Design uart_rx, sky130hd; sources not shown.
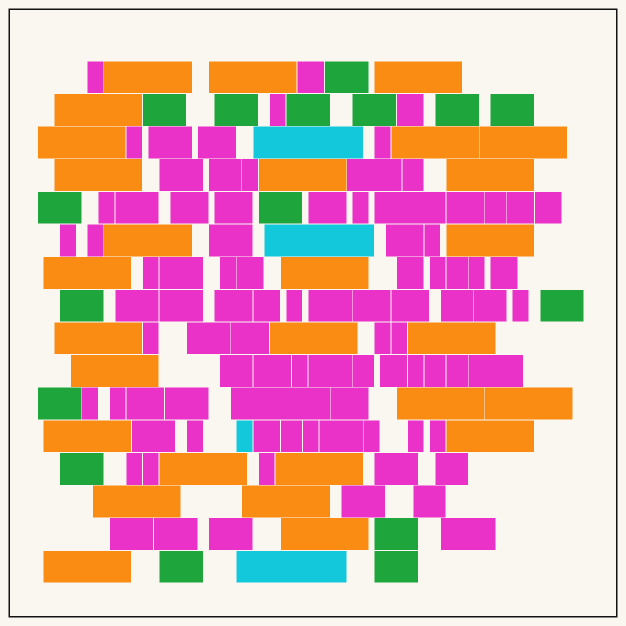
(images/cell_classes.png)
Scale: 12 px per um.
legend:
  clock drivers and dummy loads:
    color: cyan
    cells: 4
  other buffers and delay cells:
    color: green
    cells: 16
  flip-flops:
    color: orange
    cells: 28
  all other logic:
    color: magenta
    cells: 90
post-route cell area: 1463 um^2
sequential cell area share: 38.32%
fin util: 73.06%

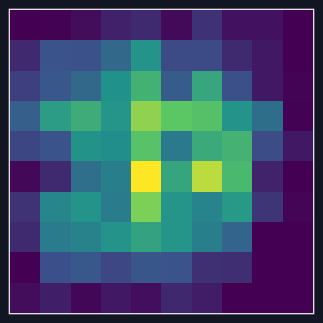
(images/wire_density.png)
Scale: 6 px per um. The die is cut into 10 by 10 equal tiles; dark purple is low, yellow is high, scaled to the fullest tile. Values are wire area over tile area, all layers added.
mean over tiles: 0.16
fullest tile: 0.55
densest ninth of the die: center
emptiest ninth of the die: lower right
total track usage: 23.07%
drt wl/cell: 15.36 um
Routed WL: 2535 um

==> impl_metrics.env <==
# flow metrics
export IMPL_die_width_um=50.48
export IMPL_num_rows=16
export IMPL_cts_tree="done"
export IMPL_drv_slew=0
export IMPL_antenna_found_initial=0
export IMPL_power_share_sequential_pct=53.5
export IMPL_worst_slew_pin_slew_ps=968.3
export IMPL_vias=942
export IMPL_slowest_stage="clkdlybuf4s50_1"
export IMPL_grt_max_degree=31
export IMPL_die_h_um=50.48
export IMPL_r2r_slack_ps=3250
export IMPL_viasPerCell=5.709
export IMPL_simple_gate_area_share_pct=24.72
export IMPL_postCtsSetupBuffers=0
export IMPL_routabilityCongestion=0.8175
export IMPL_synth_distinct_cells=31
export IMPL_hold_path_class="reg -> reg"
export IMPL_setup_viol=0
export IMPL_place_hpwl_um=1688
export IMPL_synth_xor_area_share_pct=6.205
export IMPL_arrival_ps=2280
export IMPL_switching_share_pct=20.30
export IMPL_topCellsByArea="dfxtp_1 (46%), mux2i_1 (15%), nor2_1 (7.8%)"
export IMPL_r2r_cells=4
export IMPL_synthArstFlopShare_pct=0
export IMPL_p_int_mw=0.3333
export IMPL_n_fill_cell=144
export IMPL_synth_area_mux_share_pct=14.89
export IMPL_syn_nets=130
export IMPL_grt_overflow_total=0
export IMPL_die_area_um2=2548
export IMPL_h_tree_depth=1
export IMPL_layout_min_cycle_time_ps=2985
export IMPL_leakagePower_nw=0.5094
export IMPL_grt_pass1_vias=949
export IMPL_layout_nets=146
export IMPL_postPlaceCellArea_um2=1384
export IMPL_yosys_area_share_adder_pct=2.068
export IMPL_finalCritPeriodShare_pct=58.54
export IMPL_initCoreUtil_pct=60.44
export IMPL_p_clk_share_pct=41.7
export IMPL_cts_root_buf="clkbuf_16"
export IMPL_max_cap_violations=0
export IMPL_synth_warnings=0
export IMPL_drt_initial_drc_count=36
export IMPL_hold_viol_final=0
export IMPL_switchingPower_mw=0.08487
export IMPL_ys_cells=123
export IMPL_logic_family="simple AND/OR/NAND/NOR gates"
export IMPL_drive_gt1_share_pct=4.348
export IMPL_diodes=0
export IMPL_fmax_ghz=0.3350
export IMPL_holdPathStages=2
export IMPL_grt_pass1_wl_um=4278
export IMPL_cts_sinks=28
export IMPL_aoi_share_pct=3.826
export IMPL_critPathKind="reg -> out"
export IMPL_yosys_top_cells_count="dfxtp_1 (28), nor2_1 (25), mux2i_1 (18), nand2_1 (5), xnor2_1 (5)"
export IMPL_tns_ps=0
export IMPL_finalPower_mw=0.4181
export IMPL_cts_buffers=3
export IMPL_ys_seq_share_pct=46.33
export IMPL_cts_resized=0
export IMPL_outcome="completed"
export IMPL_synth_main_ff_cell="dfxtp_1"
export IMPL_drc=0
export IMPL_clkLatencyLatePin_ps=260
export IMPL_edf_count=0
export IMPL_worstPathMaxFanout=10
export IMPL_p_per_area_nw_per_um2=285.9
export IMPL_synth_top_area_share_pct=46.33
export IMPL_p_comb_share_pct=4.8
export IMPL_synthCells=123
export IMPL_dr_pass1_iters=4
export IMPL_port_buffers=16
export IMPL_core_region_area_um2=2002
export IMPL_hold_slack_ps=300.3
export IMPL_cts_hold_buf=0
export IMPL_clk_pin_slew_ps=60
export IMPL_worstPathCellList="nand3b_1 -> nand2_1 -> clkdlybuf4s50_1"
export IMPL_ir_drop_mv=0.2578
export IMPL_syn_area_per_cell_um2=9.837
export IMPL_critPathRequiredTime_ps=4390
export IMPL_syn_cell_area_um2=1210
export IMPL_rsz0062_at_grt="false"
export IMPL_crit_path_end_kind="primary output"
export IMPL_relSlewSlack_pct=35.25
export IMPL_synthToLayoutAreaGrowth_pct=20.89
export IMPL_synth_most_common_cell="dfxtp_1"
export IMPL_drtAntennaViolNets=0
export IMPL_synth_largest_area_cell="dfxtp_1"
export IMPL_ys_flops=28
export IMPL_warning_count=26
export IMPL_clockBufferDepth=2
export IMPL_io_pins=17
export IMPL_ys_area_um2=1210
export IMPL_start_kind="flip-flop"
export IMPL_cpPeakStageDelay_ps=1130
placed cells by master, fill, tap and decap left out, drive strengths merged, types with 2 or more instances in the layout:
cell           count
nor3b              2
mux2i             18
a21oi              3
clkbuf             3
nand2b             2
dfxtp             28
clkdlybuf4s50     16
nor3               4
nor4b              4
xnor2              5
ha                 2
nand2              5
nor2              25
a22oi              2
nor4               5
worst max-delay path: cells and delay by family (launching register included):
| family | cells | cell delay (ps) |
|---|---|---|
| buffers and inverters | 1 | 1130 |
| and+or+nand+nor | 2 | 390 |
| DFF | 1 | 500 |
stage by stage:
stage / util [%] / std cells / setup slack [ps]
global placement: 69.13 / 161 / 2435
CTS: 73.06 / 165 / 2142
finish: 73.06 / 165 / 2115
global route: 73.06 / 165 / 2009
floorplan: - / 123 / 3095
detailed placement: 69.13 / 161 / 2430
area by class of cell:
type | count | area, um^2 | area share [%]
multi-input combinational | 89 | 625.6 | 42.77
sequential | 28 | 560.5 | 38.32
timing repair buffer | 16 | 160.2 | 10.95
clock buffer | 3 | 75.07 | 5.133
tap | 27 | 33.78 | 2.310
clock inverter | 1 | 3.754 | 0.2566
inverter | 1 | 3.754 | 0.2566
routing by layer:
| metal | vias to the layer above | global-route usage (%) | wire, um |
|---|---|---|---|
| met5 | - | 0 | 0 |
| met4 | 0 | 10.81 | 43 |
| met3 | 5 | 5.060 | 110 |
| met2 | 26 | 41.23 | 1356 |
| met1 | 448 | 25.86 | 1024 |
| li1 | 463 | - | - |
power by group through the flow:
stage	Combinational (mW)	Clock, mW	Sequential (mW)
floorplan	0.0146	0	0.227
global placement	0.0187	0	0.228
detailed placement	0.0194	0	0.229
CTS	0.0201	0.178	0.224
global route	0.0220	0.185	0.224
finish	0.0200	0.174	0.224
Power and IR drop assume default switching activity.
